==> run_1/clocks.png <==
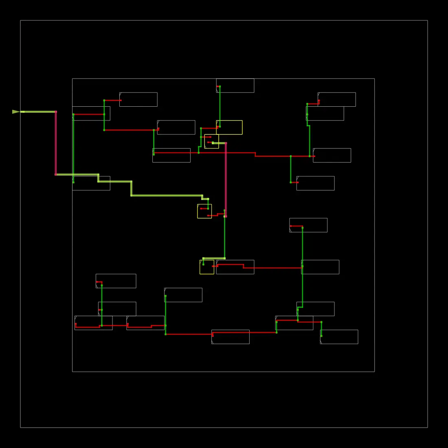
==> run_1/sizes.png <==
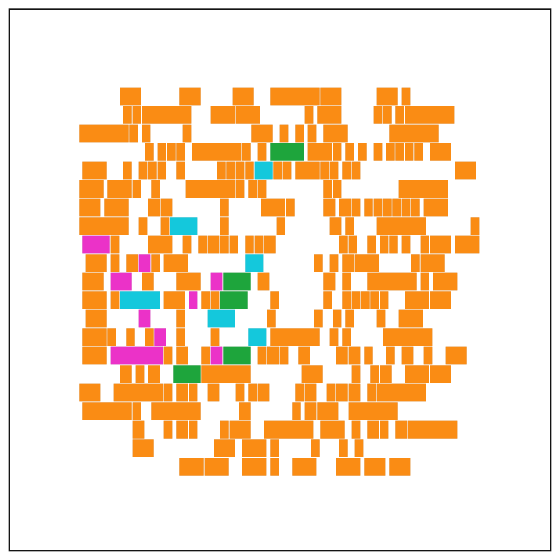
==> run_1/layer_met2.png <==
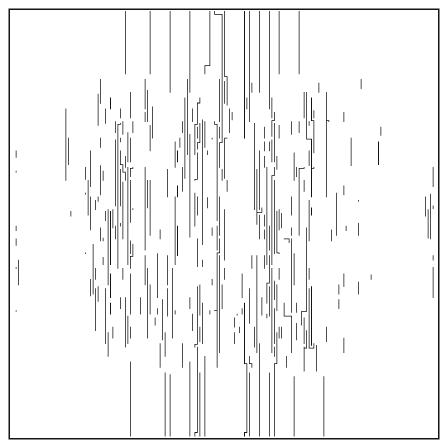
**src/rtl/if_pkg.sv**
```systemverilog
// Shared definitions for the instruction-fetch PC control block.
package if_pkg;

  localparam int unsigned PC_WIDTH_DEF = 10;
  localparam int unsigned RESET_PC_DEF = 0;

  typedef enum logic {
    ST_RUN    = 1'b0,
    ST_HALTED = 1'b1
  } if_state_t;

endpackage

```
**src/rtl/if_pc_ctrl_if.sv**
```systemverilog
// Fetch-stage bundle between the IF top level and the PC controller.
interface if_pc_ctrl_if
  import if_pkg::*;
#(
  parameter int unsigned PC_WIDTH = PC_WIDTH_DEF
) ();

  logic [PC_WIDTH-1:0] pc_plus;
  logic                stall;
  logic                branch_taken;
  logic [PC_WIDTH-1:0] branch_target;
  logic                jump;
  logic [PC_WIDTH-1:0] jump_target;
  logic                halt;

  logic [PC_WIDTH-1:0] pc_out;
  logic                imem_en;
  logic [PC_WIDTH-1:0] ifid_pc_next;
  logic                ifid_valid;
  logic                halted;

  modport master (
    output pc_plus, stall, branch_taken, branch_target, jump, jump_target, halt,
    input  pc_out, imem_en, ifid_pc_next, ifid_valid, halted
  );

  modport slave (
    input  pc_plus, stall, branch_taken, branch_target, jump, jump_target, halt,
    output pc_out, imem_en, ifid_pc_next, ifid_valid, halted
  );

endinterface

```
**src/rtl/pc_next_mux.sv**
```systemverilog
// Next-PC select: a taken branch beats a jump, and either beats the sequential PC+1.
module pc_next_mux #(
  parameter int unsigned PC_WIDTH = 10
) (
  input  logic [PC_WIDTH-1:0] pc_plus_i,
  input  logic                branch_taken_i,
  input  logic [PC_WIDTH-1:0] branch_target_i,
  input  logic                jump_i,
  input  logic [PC_WIDTH-1:0] jump_target_i,
  output logic [PC_WIDTH-1:0] next_pc_o,
  output logic                redirect_o
);

  always_comb begin
    redirect_o = branch_taken_i | jump_i;
    next_pc_o  = pc_plus_i;
    if (branch_taken_i) begin
      next_pc_o = branch_target_i;
    end else if (jump_i) begin
      next_pc_o = jump_target_i;
    end
  end

endmodule

```
**src/rtl/if_pc_ctrl.sv**
```systemverilog
// Program counter and fetch control: sequential/redirect/stall/halt sequencing
// plus the IF/ID next-PC and valid sideband aligned with the synchronous imem.
module if_pc_ctrl
  import if_pkg::*;
#(
  parameter int unsigned         PC_WIDTH = PC_WIDTH_DEF,
  parameter logic [PC_WIDTH-1:0] RESET_PC = PC_WIDTH'(RESET_PC_DEF)
) (
  input  logic          clk,
  input  logic          reset,
  if_pc_ctrl_if.slave   bus
);

  if_state_t           state_q, state_d;
  logic [PC_WIDTH-1:0] pc_q, pc_d;
  logic [PC_WIDTH-1:0] ifid_pc_next_q, ifid_pc_next_d;
  logic                ifid_valid_q, ifid_valid_d;
  logic                imem_en_c;
  logic                halted_c;
  logic [PC_WIDTH-1:0] mux_next_pc;
  logic                redirect;

  pc_next_mux #(
    .PC_WIDTH (PC_WIDTH)
  ) u_pc_next_mux (
    .pc_plus_i       (bus.pc_plus),
    .branch_taken_i  (bus.branch_taken),
    .branch_target_i (bus.branch_target),
    .jump_i          (bus.jump),
    .jump_target_i   (bus.jump_target),
    .next_pc_o       (mux_next_pc),
    .redirect_o      (redirect)
  );

  always_ff @(posedge clk) begin
    if (reset) begin
      state_q        <= ST_RUN;
      pc_q           <= RESET_PC;
      ifid_pc_next_q <= '0;
      ifid_valid_q   <= 1'b0;
    end else begin
      state_q        <= state_d;
      pc_q           <= pc_d;
      ifid_pc_next_q <= ifid_pc_next_d;
      ifid_valid_q   <= ifid_valid_d;
    end
  end

  always_comb begin
    state_d = state_q;
    case (state_q)
      ST_RUN:    if (bus.halt && !redirect) state_d = ST_HALTED;
      ST_HALTED: state_d = ST_HALTED;
      default:   state_d = ST_RUN;
    endcase
  end

  // A redirect squashes the wrong-path fetch and overrides both halt and stall.
  always_comb begin
    pc_d           = pc_q;
    ifid_pc_next_d = ifid_pc_next_q;
    ifid_valid_d   = ifid_valid_q;
    imem_en_c      = 1'b0;
    halted_c       = 1'b0;
    case (state_q)
      ST_RUN: begin
        imem_en_c = !bus.stall || redirect;
        if (redirect) begin
          pc_d           = mux_next_pc;
          ifid_pc_next_d = bus.pc_plus;
          ifid_valid_d   = 1'b0;
        end else if (bus.halt) begin
          ifid_valid_d   = 1'b0;
        end else if (!bus.stall) begin
          pc_d           = mux_next_pc;
          ifid_pc_next_d = bus.pc_plus;
          ifid_valid_d   = 1'b1;
        end
      end
      ST_HALTED: begin
        halted_c = 1'b1;
      end
      default: begin
        halted_c = 1'b0;
      end
    endcase
  end

  assign bus.pc_out       = pc_q;
  assign bus.imem_en      = imem_en_c;
  assign bus.ifid_pc_next = ifid_pc_next_q;
  assign bus.ifid_valid   = ifid_valid_q;
  assign bus.halted       = halted_c;

endmodule

```
**src/flat_wrapper.sv**
```systemverilog
// flat-port wrapper written by rule: the top's interface ports become plain ports
module if_pc_ctrl_flat import if_pkg::*;
#(
  parameter int unsigned         PC_WIDTH = PC_WIDTH_DEF,
  parameter logic [PC_WIDTH-1:0] RESET_PC = PC_WIDTH'(RESET_PC_DEF)
)
  (clk, reset, bus_pc_plus, bus_stall, bus_branch_taken, bus_branch_target, bus_jump, bus_jump_target, bus_halt, bus_pc_out, bus_imem_en, bus_ifid_pc_next, bus_ifid_valid, bus_halted);
  if_pc_ctrl_if #(.PC_WIDTH(PC_WIDTH)) bus_i ();
  input  logic clk;
  input  logic reset;
  input wire logic [$bits(bus_i.pc_plus)-1:0] bus_pc_plus;
  input wire logic [$bits(bus_i.stall)-1:0] bus_stall;
  input wire logic [$bits(bus_i.branch_taken)-1:0] bus_branch_taken;
  input wire logic [$bits(bus_i.branch_target)-1:0] bus_branch_target;
  input wire logic [$bits(bus_i.jump)-1:0] bus_jump;
  input wire logic [$bits(bus_i.jump_target)-1:0] bus_jump_target;
  input wire logic [$bits(bus_i.halt)-1:0] bus_halt;
  output wire logic [$bits(bus_i.pc_out)-1:0] bus_pc_out;
  output wire logic [$bits(bus_i.imem_en)-1:0] bus_imem_en;
  output wire logic [$bits(bus_i.ifid_pc_next)-1:0] bus_ifid_pc_next;
  output wire logic [$bits(bus_i.ifid_valid)-1:0] bus_ifid_valid;
  output wire logic [$bits(bus_i.halted)-1:0] bus_halted;
  assign bus_i.pc_plus = bus_pc_plus;
  assign bus_i.stall = bus_stall;
  assign bus_i.branch_taken = bus_branch_taken;
  assign bus_i.branch_target = bus_branch_target;
  assign bus_i.jump = bus_jump;
  assign bus_i.jump_target = bus_jump_target;
  assign bus_i.halt = bus_halt;
  assign bus_pc_out = bus_i.pc_out;
  assign bus_imem_en = bus_i.imem_en;
  assign bus_ifid_pc_next = bus_i.ifid_pc_next;
  assign bus_ifid_valid = bus_i.ifid_valid;
  assign bus_halted = bus_i.halted;
  if_pc_ctrl #(.PC_WIDTH(PC_WIDTH), .RESET_PC(RESET_PC)) u_core (.clk(clk), .reset(reset), .bus(bus_i));
endmodule
```
**config.mk**
```make
export PLATFORM = sky130hd
export DESIGN_NAME = if_pc_ctrl_flat
export DESIGN_NICKNAME = d
export VERILOG_FILES = /design/src/rtl/if_pkg.sv /design/src/rtl/if_pc_ctrl_if.sv /design/src/rtl/pc_next_mux.sv /design/src/rtl/if_pc_ctrl.sv /design/src/flat_wrapper.sv
export SDC_FILE = /design/constraint.sdc
export NUM_CORES = 1
export LEC_CHECK = 0
export ABC_AREA = 1
export CORE_MARGIN = 10
export CORE_UTILIZATION = 35
export DETAILED_ROUTE_END_ITERATION = 12
export GPL_TIMING_DRIVEN = 0
export PLACE_DENSITY_LB_ADDON = 0.08
export SLEW_MARGIN = 0
export SYNTH_ARGS = -nofsm -noshare
export SYNTH_HDL_FRONTEND = slang
export SYNTH_SLANG_ARGS = --single-unit
```
**constraint.sdc**
```tcl
create_clock -name clk -period 1.5 [get_ports clk]
set_input_delay 0.3 -clock clk [delete_from_list [all_inputs] [get_ports clk]]
set_output_delay 0.3 -clock clk [all_outputs]
set_load 0.01 [all_outputs]
```
==> PnR_summary.wiki, run 1 <==
== Metrics ==
{| class="wikitable"
! Metric !! Value
|-
| Post-detailed-route DRC marker count || 0
|-
| Share of synthesized area spent on multiplexers || 0%
|-
| Ant diodes || 0
|-
| Yosys chip area || 1230 sq um
|-
| Yosys warning total || 0
|-
| Critical path origin || bus_branch_taken
|-
| Worst r2r path cells || 4
|-
| Power in sequential cells || roughly 660 uW
|-
| Fraction of the core area covered by cells at the end of the flow || a little under three fifths
|-
| Initial drt markers || roughly 70
|-
| Post-layout min period || 1.39 ns
|-
| Status || complete, no violations
|-
| Async SR Flop Fraction || 0%
|-
| GR Overflow Total || 0
|-
| Period utilization || 92.5%
|-
| Mean area per synthesized cell || 5.98 sq um
|-
| Gate count after technology mapping || 206
|-
| Clock tree from TritonCTS || built
|-
| Worst-path maximum fanout || 4
|-
| Element type at the critical path start || primary input
|-
| Basic-gate share of the synthesized area counting and, or, nand and nor cells || between 40% and 50%
|-
| Met2 routed wirelength || 1.71 mm
|-
| Cells on Worst Hold Path || 2
|-
| Power in combinational cells || 441 uW
|-
| Combined buffer and inverter count along the critical path || 2
|-
| Comb area leader || simple AND/OR/NAND/NOR gates
|-
| Largest net degree at the start of global routing || 13
|-
| Total count of max-transition violations in the final report || 0
|-
| Power consumed by the clock network || about 340 uW
|-
| Cell leakage power || roughly 0.0010 uW
|-
| Number of H-tree branching levels || 1
|-
| Final-report setup violation count || 0
|-
| Max Cap Violations || 0
|-
| Synthesized-area fraction occupied by xor and xnor cells || 0%
|-
| Relative slew margins || 68.3%
|-
| Synth top cells by count || sky130_fd_sc_hd__nand2_1 (71), sky130_fd_sc_hd__inv_1 (32), sky130_fd_sc_hd__nor2_1 (32)
|-
| Number of nets at the end of the flow || 305
|-
| Met2 global-route usage || 19.4%
|-
| Comb pwr share || 30.5%
|-
| Sequential group share of total power || 45.8%
|-
| Via count of the first global-routing pass || roughly 1.3k
|-
| Routed wire length per instance || 11.9 microns
|-
| GR Layer Usage met3 || 4.62%
|-
| Endpoint of the most critical setup path || bus_imem_en
|-
| Hold/Removal Path Class || reg2reg
|-
| Most crowded layer after global routing || met2
|-
| Endpoint, Worst Hold || u_core.bus.ifid_pc_next[1]
|-
| Sum Neg Setup Slack || 0 ns
|-
| Total cells reported by yosys after synthesis || 206
|-
| Dominant cell by count in the synthesized netlist || sky130_fd_sc_hd__nand2_1
|-
| Commonest cells after routing, fill and taps aside || sky130_fd_sc_hd__nand2_1 (71), sky130_fd_sc_hd__inv_1 (32), sky130_fd_sc_hd__nor2_1 (32), sky130_fd_sc_hd__clkdlybuf4s50_1 (32), sky130_fd_sc_hd__dlygate4sd2_1 (25)
|-
| Global-route total usage across every layer || 11.9%
|-
| Place WS || -0.462 ns
|-
| Number of nets produced by synthesis || 242
|-
| Worst-case vdd ir drop || 0.407 mV
|-
| Switching part of the total power || 30.2%
|-
| Area of the core || 3360 sq um
|-
| CTS root buf || sky130_fd_sc_hd__clkbuf_4
|-
| Critical Path, Cell by Cell || dlygate4sd2_1, nor2_4, a21oi_2, clkdlybuf4s15_2
|-
| Count of port buffers added during placement || 58
|-
| Fin cells || 314
|-
| I/O pin count || 59
|-
| Critical path data required time || roughly 1.2 ns
|-
| Total power || approximately 1400 uW
|-
| Layout cell share with drive strength beyond 1 || under 10%
|-
| Router iterations before antenna repair || 4
|-
| Library cell with the largest summed area after synthesis || sky130_fd_sc_hd__dfxtp_1
|-
| Worst-case register-to-register setup slack || 0.31 ns
|-
| WHS || 0.492 ns
|}
-- clocks.png (at the start) --
CTS sink count: 22
clock insertion delay at the later pin of the skew report: 0.32 ns

-- sizes.png (at the start) --
legend:
  orange:
    size: _0 and _1 cells
    cells: 248
    share: 93%
  magenta:
    size: _2 cells
    cells: 9
    share: 3.4%
  green:
    size: _6 and larger
    cells: 5
    share: 1.9%
  cyan:
    size: _3 and _4 cells
    cells: 6
    share: 2.2%

-- layer_met2.png (at the start) --
nets with wire on the layer: 222
wire length on this layer: 1710 microns
longest straight run: 26.7 microns
share of all routed wire: 46%

## run 1: sequential cells by signal, indices dropped and copies added (netlist names)
signal                   flops
u_core.bus.pc_out           10
u_core.bus.ifid_pc_next     10
u_core.bus.ifid_valid        1
u_core.state_q               1
## run 1: timing repair
action / CTS / global route
buffers inserted: 0 / 0
endpoints found under the hold margin: 0 / 0
gates resized: 31 / 0
setup endpoints to repair: 23 / 0
## run 1: area by class of cell
class                   count  area [sq um]  area share [%]
repair buffers             58           551            29.2
multi-input cells         140           599            31.8
well taps                  46          57.6            3.05
plain buffers              10          73.8            3.91
inverters                  34           128            6.76
clock buffers               4          36.3            1.92
flip-flops and latches     22           442            23.4
==> run 2: changes to the inputs <==
Settings changed: ABC_CLOCK_PERIOD_IN_PS set to 1500.
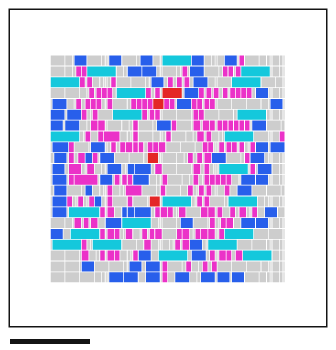
(run_2/placement_by_type.png)
Bar = 20 microns. Fill, decap, tap and diode cells in grey.
legend:
  blue:
    class: other buffers and delay cells
    cells: 68
  cyan:
    class: flops
    cells: 22
  red:
    class: clock drivers and dummy loads
    cells: 4
  magenta:
    class: combinational and other logic
    cells: 174

==> PnR_summary.wiki, run 2 <==
== Metrics ==
{| class="wikitable"
! Metric !! Value
|-
| Number of nets produced by synthesis || 242
|-
| Via count of the first global-routing pass || 1349
|-
| Final-report setup violation count || 0
|-
| Endpoint of the most critical setup path || bus_imem_en
|-
| Count of port buffers added during placement || 58
|-
| Worst-case vdd ir drop || 0.407 mV
|-
| Async SR Flop Fraction || 0%
|-
| Number of sequential cells || 22
|-
| Seq/total area || a little under a quarter
|-
| Endpoint, Worst Hold || u_core.bus.ifid_pc_next[1]
|-
| Place WS || -0.462 ns
|-
| Synth top cells by count || sky130_fd_sc_hd__nand2_1 (71), sky130_fd_sc_hd__inv_1 (32), sky130_fd_sc_hd__nor2_1 (32)
|-
| Period utilization || just over 90%
|-
| Basic-gate share of the synthesized area counting and, or, nand and nor cells || 41.3%
|-
| I/O pin count || 59
|-
| Fraction of area in multi-input gates || 31.8%
|-
| Max Cap Violations || 0
|-
| Yosys warning total || 0
|-
| Repair and plain buffers || ~68
|-
| Setup bufs post-CTS || 0
|-
| CTS root buf || sky130_fd_sc_hd__clkbuf_4
|-
| Global-route total usage across every layer || 11.9%
|-
| Library cell with the largest summed area after synthesis || sky130_fd_sc_hd__dfxtp_1
|-
| Mean area per synthesized cell || about 6 sq um
|-
| Total area of sequential cells || 442 sq um
|-
| Status || complete, no violations
|-
| Critical Path, Cell by Cell || dlygate4sd2_1, nor2_4, a21oi_2, clkdlybuf4s15_2
|-
| Routed wire length per instance || roughly 12 microns
|-
| Area of the core || ~3400 sq um
|-
| Comb area leader || simple AND/OR/NAND/NOR gates
|-
| Cell class ranked first by area || non-clock buffers
|-
| Share of synthesized area spent on multiplexers || 0%
|-
| Clock insertion delay at the later pin of the skew report || 0.32 ns
|-
| WHS || 0.492 ns
|-
| Fraction of the core area covered by cells at the end of the flow || 56.1%
|-
| Layout clock buffer count || 4
|-
| Relative slew margins || 68.3%
|-
| Critical path data required time || 1.20 ns
|-
| Clock tree from TritonCTS || built
|-
| Most crowded layer after global routing || met2
|-
| Combined buffer and inverter count along the critical path || 2
|-
| Layout cell share with drive strength beyond 1 || 7.46%
|-
| Critical path origin || bus_branch_taken
|-
| Data-path buffer share of cell area in the final layout || 33.1%
|-
| Hold/Removal Path Class || reg2reg
|-
| Element type at the critical path start || primary input
|-
| Multi-input gates || ~140
|-
| Cells on Worst Hold Path || 2
|-
| GR Layer Usage met3 || 4.62%
|-
| Post-detailed-route DRC marker count || 0
|-
| Number of nets at the end of the flow || 305
|-
| Nonclk inv count || 34
|-
| Area fraction of clock buffers and clock inverters || under 10%
|-
| Router iterations before antenna repair || 4
|-
| Tapcells || 46
|-
| GR Overflow Total || 0
|-
| Total power || 1450 uW
|-
| Met2 global-route usage || 19.4%
|-
| Largest net degree at the start of global routing || 13
|-
| Worst r2r path cells || 4
|-
| Synthesized-area fraction occupied by xor and xnor cells || 0%
|-
| Post-layout min period || approximately 1.4 ns
|-
| Total cells reported by yosys after synthesis || 206
|-
| Multi-input logic area || 599 sq um
|-
| Cell leakage power || 0.00104 uW
|-
| Gate count after technology mapping || about 210
|}
-- run 2: power breakdown --
part / switching (uW) / total (uW) / internal [uW]
logic: 218 / 441 / 223
registers: 24.0 / 663 / 639
clock network: 195 / 344 / 148
total: 437 / 1450 / 1010
-- run 2: logic make-up (layout without fill, tap and decap cells) --
family                 Yosys count  after routing
AND/OR/NAND/NOR                126            126
buffers and inverters           44            106
flip-flops                      22             22
AND-OR/OR-AND                   14             14
-- run 2: worst min-delay path, cell delays in order, from the launching register on --
cell                      delay, ns
sky130_fd_sc_hd__dfxtp_1       0.35
sky130_fd_sc_hd__a21oi_1       0.04
sky130_fd_sc_hd__nor2_1        0.08
-- run 2: per-layer routing --
layer	vias up	routed length, microns
met2	39	1710
met4	0	26
met5	-	0
met3	4	310
li1	735	-
met1	563	1670
==> run 3: changes to the inputs <==
Settings changed: PLACE_DENSITY set to 0.73, PLACE_DENSITY_LB_ADDON 0.08 to unset.
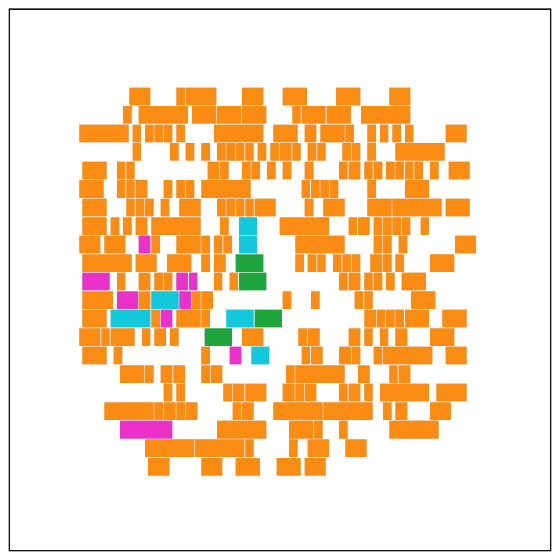
(run_3/sizes.png)
legend:
  cyan:
    size: _3 and _4 cells
    cells: 6
    share: 2.2%
  magenta:
    size: _2 cells
    cells: 9
    share: 3.4%
  orange:
    size: _0 and _1 cells
    cells: 248
    share: 93%
  green:
    size: _6 and larger
    cells: 4
    share: 1.5%

==> PnR_summary.wiki, run 3 <==
== Metrics ==
{| class="wikitable"
! Metric !! Value
|-
| Status || complete, no violations
|-
| Router iterations before antenna repair || 4
|-
| Vias per cell || 4.30
|-
| PostCTS Resize Cnt || 28
|-
| Placed Instance Area || 1870 sq um
|-
| Worst flop-to-flop path startpoint || u_core.state_q
|-
| Number of nets produced by synthesis || 242
|-
| Post-synthesis instance area || 1230 sq um
|-
| Aoi share || 6.60%
|-
| Upper clock frequency limit || about 740 MHz
|-
| Total count of max-transition violations in the final report || 0
|-
| Post-layout min period || 1.36 ns
|-
| Global-route total usage across every layer || 12.1%
|-
| Setup repair after global routing missed its margin || false
|-
| Critical path endpoint category || primary output
|-
| Via count || approximately 1.3k
|-
| Yosys warning total || 0
|-
| Clock buffer depth || 2
|-
| Number of H-tree branching levels || 1
|-
| Biggest area cells || sky130_fd_sc_hd__dfxtp_1 (36%), sky130_fd_sc_hd__nand2_1 (22%), sky130_fd_sc_hd__inv_1 (9.7%)
|-
| Area of the core || 3360 sq um
|-
| Clock buffers created by TritonCTS || 3
|-
| Commonest cells after routing, fill and taps aside || sky130_fd_sc_hd__nand2_1 (71), sky130_fd_sc_hd__inv_1 (32), sky130_fd_sc_hd__nor2_1 (32), sky130_fd_sc_hd__clkdlybuf4s50_1 (32), sky130_fd_sc_hd__dlygate4sd2_1 (22)
|-
| Number of nets at the end of the flow || 305
|-
| Most numerous logic cell after layout || sky130_fd_sc_hd__nand2_1
|-
| Fraction of the core area covered by cells at the end of the flow || 56.0%
|-
| Pwr/cell area || 730 nW/um^2
|-
| GR Overflow Total || 0
|-
| Relative slew margins || 71.4%
|-
| Total power || 1380 uW
|-
| Mean area per synthesized cell || roughly 6 sq um
|-
| Worst-case vdd ir drop || 0.435 mV
|-
| Hold_buf cts || 0
|-
| Sum Neg Setup Slack || 0 ns
|-
| Adder-cell area share of the yosys netlist || 0%
|-
| Fin cells || approximately 310
|-
| Yosys chip area || 1230 sq um
|-
| Die extent in y || between 70 and 80 microns
|-
| Setup bufs post-CTS || 0
|-
| Async SR Flop Fraction || 0%
|-
| Final-report setup violation count || 0
|-
| Met2 global-route usage || 20.7%
|-
| Total instance count after detailed placement || 310
|-
| Worst r2r path cells || 4
|-
| Signal arrival time at the worst endpoint || 1.06 ns
|-
| RePlAce Congestion || approximately 0.77
|-
| Met3 layer wire length in the routed design || 316 microns
|-
| Place WS || -0.464 ns
|-
| Destination of the worst register-to-register timing path || u_core.bus.ifid_pc_next[6]
|-
| Cells on Worst Hold Path || 4
|-
| Final count of hold timing violations || 0
|-
| Critical path origin || bus_branch_taken
|-
| Part of the Yosys area used for sequential elements || 35.7%
|-
| Period utilization || 90.4%
|-
| Worst-case register-to-register setup slack || 0.34 ns
|-
| Metal1 wirelength || 1.63 mm
|-
| CTS sink count || 22
|-
| Count of port buffers added during placement || approximately 58
|-
| Number of enable flip-flop cells || 0
|-
| Max layer used || met4
|-
| Routed wire length per instance || approximately 12 microns
|-
| Most crowded layer after global routing || met2
|-
| Dominant cell by count in the synthesized netlist || sky130_fd_sc_hd__nand2_1
|-
| Max Cap Violations || 0
|-
| Via count of the first global-routing pass || 1377
|-
| Total cells reported by yosys after synthesis || 206
|-
| Gate count after technology mapping || a little over 200
|-
| Top flip-flop cell by instance count after synthesis || sky130_fd_sc_hd__dfxtp_1
|-
| Hold/Removal Path Class || in2reg
|-
| Die Span X || 79.3 microns
|-
| Number of antenna-violating nets in the routed design || 0
|-
| Pre-Place Util || 36.6%
|-
| Critical path data required time || between 1 and 1.5 ns
|-
| Met2 routed wirelength || between 1.5 and 2 mm
|-
| Ant diodes || 0
|-
| Clock Skews || 0.0155 ns
|-
| CTS root buf || sky130_fd_sc_hd__clkbuf_4
|-
| Library cell with the largest summed area after synthesis || sky130_fd_sc_hd__dfxtp_1
|-
| Cell leakage power || between 0.001 and 0.0015 uW
|-
| Hold Startpoint || bus_stall
|-
| Comb area leader || simple AND/OR/NAND/NOR gates
|-
| Synth top area share || 35.7%
|-
| Initial drt markers || approximately 100
|-
| Synth top cells by count || sky130_fd_sc_hd__nand2_1 (71), sky130_fd_sc_hd__inv_1 (32), sky130_fd_sc_hd__nor2_1 (32)
|-
| Worst-path maximum fanout || 4
|-
| Min setup slack post-route || 0.145 ns
|-
| Clock insertion delay at the later pin of the skew report || 0.31 ns
|-
| Share of synthesized area spent on multiplexers || 0%
|-
| Summed area of non-filler cells in the final layout || 1880 sq um
|-
| WHS || 0.418 ns
|-
| Element type at the critical path start || primary input
|-
| Antenna violations before repair || 0
|-
| Layout overhead on the synthesized area || 52.9%
|-
| Detailed Place HPWL || 2.95 mm
|-
| Log Warnings || 26
|-
| Grt met1 use || 13.9%
|-
| Clock-pin transition on the worst setup and hold timing paths || 0.13 ns
|-
| Largest net degree at the start of global routing || 12
|-
| Site row count || 21
|-
| Worst Setup Path Type || in2out
|-
| Wirelength, routed || 3.69 mm
|-
| Synthesized-area fraction occupied by xor and xnor cells || 0%
|-
| Post-detailed-route DRC marker count || 0
|-
| Endpoint of the most critical setup path || bus_imem_en
|-
| Wire length of the first global-routing pass || 6.35 mm
|-
| Chip area || 6290 sq um
|-
| Fill count || ~370
|-
| Synth cell types || 16
|-
| Seq cells post-synth || 22
|-
| GR Layer Usage met3 || 4.73%
|-
| Actual slew at the worst max-slew pin || 0.429 ns
|-
| Clock tree from TritonCTS || built
|-
| Basic-gate share of the synthesized area counting and, or, nand and nor cells || between 40% and 50%
|-
| Layout cell share with drive strength beyond 1 || 7.12%
|-
| Endpoint, Worst Hold || u_core.bus.ifid_valid
|-
| I/O pin count || 59
|}
run 3: cell type report:
cell class              instances  area (sq um)  share of cell area (%)
inverters                      34           128                    6.77
repair buffers                 58           562                    29.8
multi-input cells             140           599                    31.8
well taps                      46          57.6                    3.05
clock buffers                   3          22.5                    1.20
plain buffers                  10          73.8                    3.92
flip-flops and latches         22           442                    23.4
run 3: worst max-delay path, stage by stage:
cell                              delay (ns)
sky130_fd_sc_hd__dlygate4sd2_1          0.29
sky130_fd_sc_hd__nor2_4                 0.17
sky130_fd_sc_hd__a21oi_2                0.07
sky130_fd_sc_hd__clkdlybuf4s15_2        0.23
run 3: report_power, final:
part	switching [uW]	internal (uW)	total [uW]
Sequential	25.2	639	664
Clock	175	93.6	269
Combinational	216	226	442
No activity file was given, so power comes from the tool's default toggle rates.
